### src/rtl/chip_idle_ctrl.sv
// Chip-level idle detector: merges CPU, cache-bank and external busy sources,
// debounces the idle condition, and runs the sleep request / acknowledge handshake with the PMU.
module chip_idle_ctrl #(
    parameter int N_CPU  = 5,
    parameter int N_BANK = 4,
    parameter int N_EXT  = 2,
    parameter int CNT_W  = 16
) (
    input  logic              clk,
    input  logic              rst,
    input  logic              en,
    input  logic [N_CPU-1:0]  cpu_wfi,
    input  logic [N_CPU-1:0]  cpu_wfe,
    input  logic [N_CPU-1:0]  cpu_rstn,
    input  logic [N_CPU-1:0]  cpu_mask,
    input  logic [N_BANK-1:0] bank_idle,
    input  logic [N_BANK-1:0] bank_rstn,
    input  logic [N_BANK-1:0] bank_mask,
    input  logic [N_EXT-1:0]  ext_busy,
    input  logic [CNT_W-1:0]  idle_thresh,
    input  logic              sleep_ack,
    output logic              sleep_req,
    output logic              chip_is_idle,
    output logic              raw_idle,
    output logic [CNT_W-1:0]  idle_cnt,
    output logic              wake_pulse,
    output logic              abort_pulse
);

    typedef enum logic [2:0] {
        ST_ACTIVE,
        ST_COUNT,
        ST_REQ,
        ST_IDLE,
        ST_WAKE
    } state_e;

    state_e            state_q, state_d;
    logic [CNT_W-1:0]  idle_cnt_q, idle_cnt_d;
    logic              sleep_req_q, chip_is_idle_q, wake_pulse_q, abort_pulse_q;
    logic              wake_pulse_d, abort_pulse_d;
    logic [N_CPU-1:0]  cpu_busy;
    logic [N_BANK-1:0] bank_busy;
    logic              go;

    // A source in reset or masked can never hold the chip awake.
    assign cpu_busy  = ~cpu_wfi & ~cpu_wfe & cpu_rstn & ~cpu_mask;
    assign bank_busy = ~bank_idle & bank_rstn & ~bank_mask;
    assign raw_idle  = ~(|cpu_busy) & ~(|bank_busy) & ~(|ext_busy);
    assign go        = en & raw_idle;

    always_comb begin
        state_d       = state_q;
        idle_cnt_d    = idle_cnt_q;
        wake_pulse_d  = 1'b0;
        abort_pulse_d = 1'b0;
        unique case (state_q)
            ST_ACTIVE: begin
                idle_cnt_d = '0;
                if (go) state_d = ST_COUNT;
            end
            ST_COUNT: begin
                if (!go) begin
                    state_d    = ST_ACTIVE;
                    idle_cnt_d = '0;
                end else if (idle_cnt_q >= idle_thresh) begin
                    state_d = ST_REQ;
                end else begin
                    idle_cnt_d = idle_cnt_q + {{(CNT_W-1){1'b0}}, 1'b1};
                end
            end
            ST_REQ: begin
                // An acknowledge already in flight wins over a late busy.
                if (sleep_ack) begin
                    state_d = ST_IDLE;
                end else if (!go) begin
                    state_d       = ST_ACTIVE;
                    idle_cnt_d    = '0;
                    abort_pulse_d = 1'b1;
                end
            end
            ST_IDLE: begin
                if (!go) begin
                    state_d      = ST_WAKE;
                    wake_pulse_d = 1'b1;
                end
            end
            ST_WAKE: begin
                if (!sleep_ack) begin
                    state_d    = ST_ACTIVE;
                    idle_cnt_d = '0;
                end
            end
            default: begin
                state_d    = ST_ACTIVE;
                idle_cnt_d = '0;
            end
        endcase
    end

    always_ff @(posedge clk) begin
        if (rst) begin
            state_q        <= ST_ACTIVE;
            idle_cnt_q     <= '0;
            sleep_req_q    <= 1'b0;
            chip_is_idle_q <= 1'b0;
            wake_pulse_q   <= 1'b0;
            abort_pulse_q  <= 1'b0;
        end else begin
            state_q        <= state_d;
            idle_cnt_q     <= idle_cnt_d;
            sleep_req_q    <= (state_d == ST_REQ) || (state_d == ST_IDLE);
            chip_is_idle_q <= (state_d == ST_IDLE);
            wake_pulse_q   <= wake_pulse_d;
            abort_pulse_q  <= abort_pulse_d;
        end
    end

    assign sleep_req    = sleep_req_q;
    assign chip_is_idle = chip_is_idle_q;
    assign idle_cnt     = idle_cnt_q;
    assign wake_pulse   = wake_pulse_q;
    assign abort_pulse  = abort_pulse_q;

endmodule
### config.mk
export PLATFORM = sky130hd
export DESIGN_NAME = chip_idle_ctrl
export DESIGN_NICKNAME = d
export VERILOG_FILES = /design/src/rtl/chip_idle_ctrl.sv
export SDC_FILE = /design/constraint.sdc
export NUM_CORES = 1
export LEC_CHECK = 0
export CORE_ASPECT_RATIO = 0.9
export CORE_UTILIZATION = 47
export CTS_CLUSTER_DIAMETER = 150
export CTS_CLUSTER_SIZE = 12
export DETAILED_ROUTE_END_ITERATION = 12
export PLACE_DENSITY = 0.93
export RECOVER_POWER = 25
export SYNTH_ARGS = -nofsm -noshare
export SYNTH_HDL_FRONTEND = slang
export SYNTH_SLANG_ARGS = --single-unit
### constraint.sdc
create_clock -name clk -period 7.9 [get_ports clk]
set_clock_uncertainty 0.2 [all_clocks]
set_input_delay 1.185 -clock clk [delete_from_list [all_inputs] [get_ports clk]]
set_output_delay 1.185 -clock clk [all_outputs]
set_load 0.05 [all_outputs]
Fig. 1: metal 1
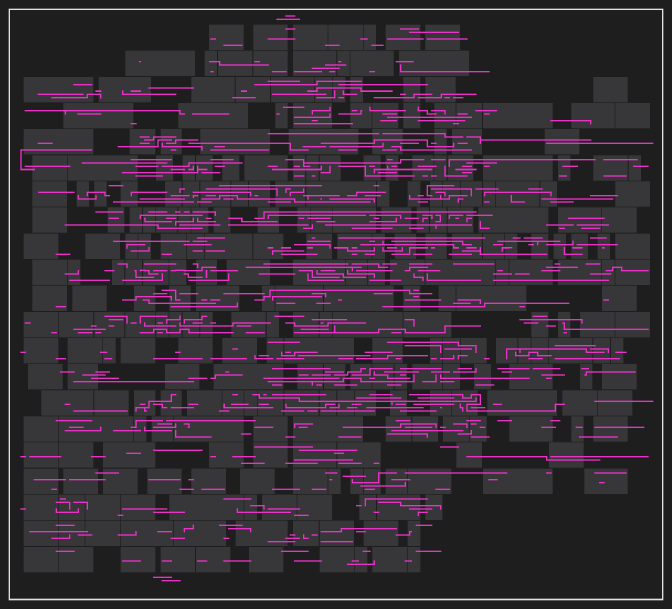
longest straight run: 22.1 microns
main direction: horizontal
share of all routed wire: 40%
nets with wire on the layer: 310
routed vias: 2033
final wirelength: 4.83 mm
met1 Usage GRT: 26.7%

Fig. 2: M2 wires
The bar under the picture is 20 microns long.
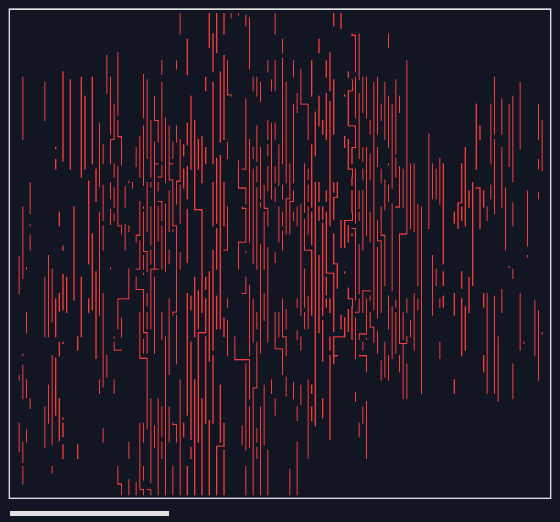
wire length on this layer: 2490 microns
main direction: vertical
nets with wire on the layer: 322
met2 track demand over resource: 47.9%

Fig. 3: M3 wires
The bar under the picture is 20 microns long.
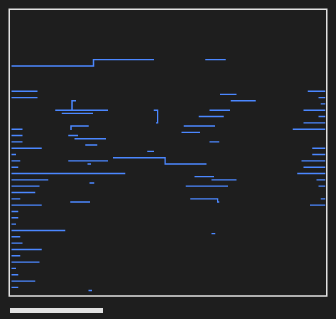
share of all routed wire: 6.8%
wire length on this layer: 329 microns
nets with wire on the layer: 65
main direction: horizontal
GRT met3 Usage: 5.37%

==> impl_metrics.ini <==
; synthesis and place-and-route metrics
[critical_path]
timing.critical_path.depth = 6
crit_slowest_cell = sky130_fd_sc_hd__clkdlybuf4s50_1
r2r.worst_path.cells = 7
worst_ep_arrival_time_ns = 3.50
setup_crit_start = cpu_rstn[2]
worstPathMaxFanout = 5
worstPathRequired_ns = 6.51
timing.setup.critical_path_class = in2out
cp.buffers_inverters = 2
timing.critical_path.from_type = primary input

[final_layout]
numnets_final = 365
syn_to_final_growth_pct = 42.3
lay_top_cells = sky130_fd_sc_hd__clkdlybuf4s50_1, sky130_fd_sc_hd__inv_1, sky130_fd_sc_hd__dfxtp_1
share_of_layout_cells_above_drive_strength_1_pct = 6.48
final_design_area_no_fill_sq_um = 2620

[run_status]
outcome = completed

[floorplan]
fp.coreArea_sq_um = 3730
chip_area_sq_um = 4170
chipHeight_microns = 61.3
chipWidth_microns = 67.9

[job]
warning_count = 26

[power_and_ir_drop]
irDropWorstVdd_mv = 0.0650
static-leakage-power_nw = 1.03
power.density_nw_per_um2 = 89.9

[final_timing]
setup_violations = 0
max_slew_margin_pct = 14.3
timing.final.hold_violations = 0

[cts]
clockRootBuffer = sky130_fd_sc_hd__clkbuf_8
hold_buffers = 0
insertion_delay_ns = 0.26
h-tree-depth = 1
clk_pin_slew_worst_setup_hold_paths_ns = 0.08

[global_route]
grt_pass1_wl_mm = 7.89
grt_overflow_total = 0

[min_path]
min_to = idle_cnt[15]

[yosys]
syn_avg_cell_area_sq_um = 8.24
synthesis.nets = 294
post_synth_inst_count = 223
synth_async_sr_flop_share_pct = 0
synth.largest_area_cell = sky130_fd_sc_hd__dfxtp_1

[route]
met1_wirelength_mm = 1.95
detail_route.vias_per_cell = 6.00
first_iter_violations = 103

[placement]
gp_routability_congestion = 0.888
Fig. 4: signal metal coverage by tile
The bar under the picture is 20 microns long. The die is cut into 14 by 12 equal tiles; dark purple is low, yellow is high, scaled to the fullest tile. Values are wire area over tile area, all layers added.
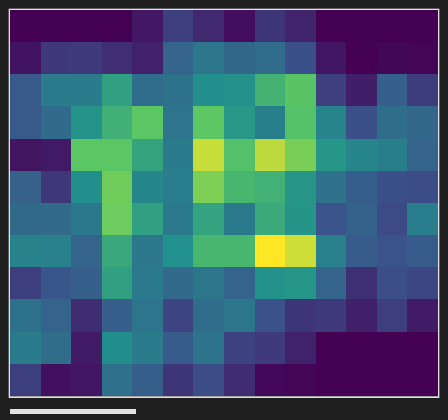
emptiest ninth of the die: south-east
densest ninth of the die: centre
tiles over half the peak: 21%
mean over tiles: 0.19
nearly empty tiles: 12%
Avg WL per Cell: 14.3 microns
Tot GR Track Use: 25.0%

Fig. 5: clock routing
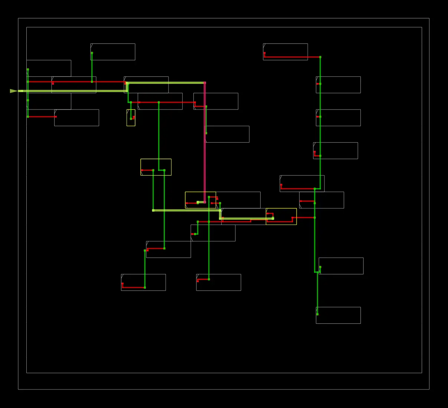
clk sinks: 23
Layout clock buffers: 4
Clock net power: 0.0728 mW
Inserted Clock Buffers: 3

cell families after synthesis:
| kind of cell | share of synthesized area, % |
|---|---|
| compound gates | 23.6 |
| fa+ha+maj | 11.6 |
| buf+inv | 7.28 |
| flops | 25.1 |
| mux | 0.545 |
| simple gates | 31.9 |
stage by stage:
step                      power [mW]  worst slack (ns)  utilization [%]  instances  hold slack [ns]
after floorplan                0.135              2.28                -        223            0.426
after global placement         0.165              3.08             69.4        335            0.286
after detailed placement       0.167              2.95             69.4        335            0.315
after CTS                      0.238              2.97             70.6        339            0.330
after global routing           0.245              2.84             70.1        339            0.333
final                          0.235              3.02             70.1        339            0.317
synth_stat cells (all sizes together) (5+ instances only):
| master | number |
|---|---|
| a21oi | 13 |
| o31ai | 10 |
| nor4b | 5 |
| ha | 17 |
| inv | 23 |
| and3 | 6 |
| nand2b | 6 |
| nor3 | 6 |
| dfxtp | 23 |
| nor2 | 19 |
| nand2 | 15 |
| o311ai | 9 |
| nand3 | 13 |
| o21ai | 10 |
| nand4 | 5 |
flip-flops by register name (all words and copies together), names as in the netlist:
| register | cells |
|---|---|
| wake_pulse | 1 |
| idle_cnt | 16 |
| abort_pulse | 1 |
| chip_is_idle | 1 |
| state_q | 3 |
| sleep_req | 1 |
where the power goes:
part | internal (mW) | switching [mW] | total [mW]
combinational | 0.0303 | 0.0160 | 0.0462
sequential | 0.116 | 0.000289 | 0.116
clock | 0.0360 | 0.0368 | 0.0728
total | 0.182 | 0.0530 | 0.235
area by class of cell:
class | count | area, sq um | area share [%]
multi-input cells | 169 | 1220 | 46.8
inverters | 23 | 86.3 | 3.30
clock buffers | 4 | 45.0 | 1.72
well taps | 46 | 57.6 | 2.20
flip-flops and latches | 23 | 460 | 17.6
repair buffers | 74 | 741 | 28.3
No activity file was given, so power comes from the tool's default toggle rates.
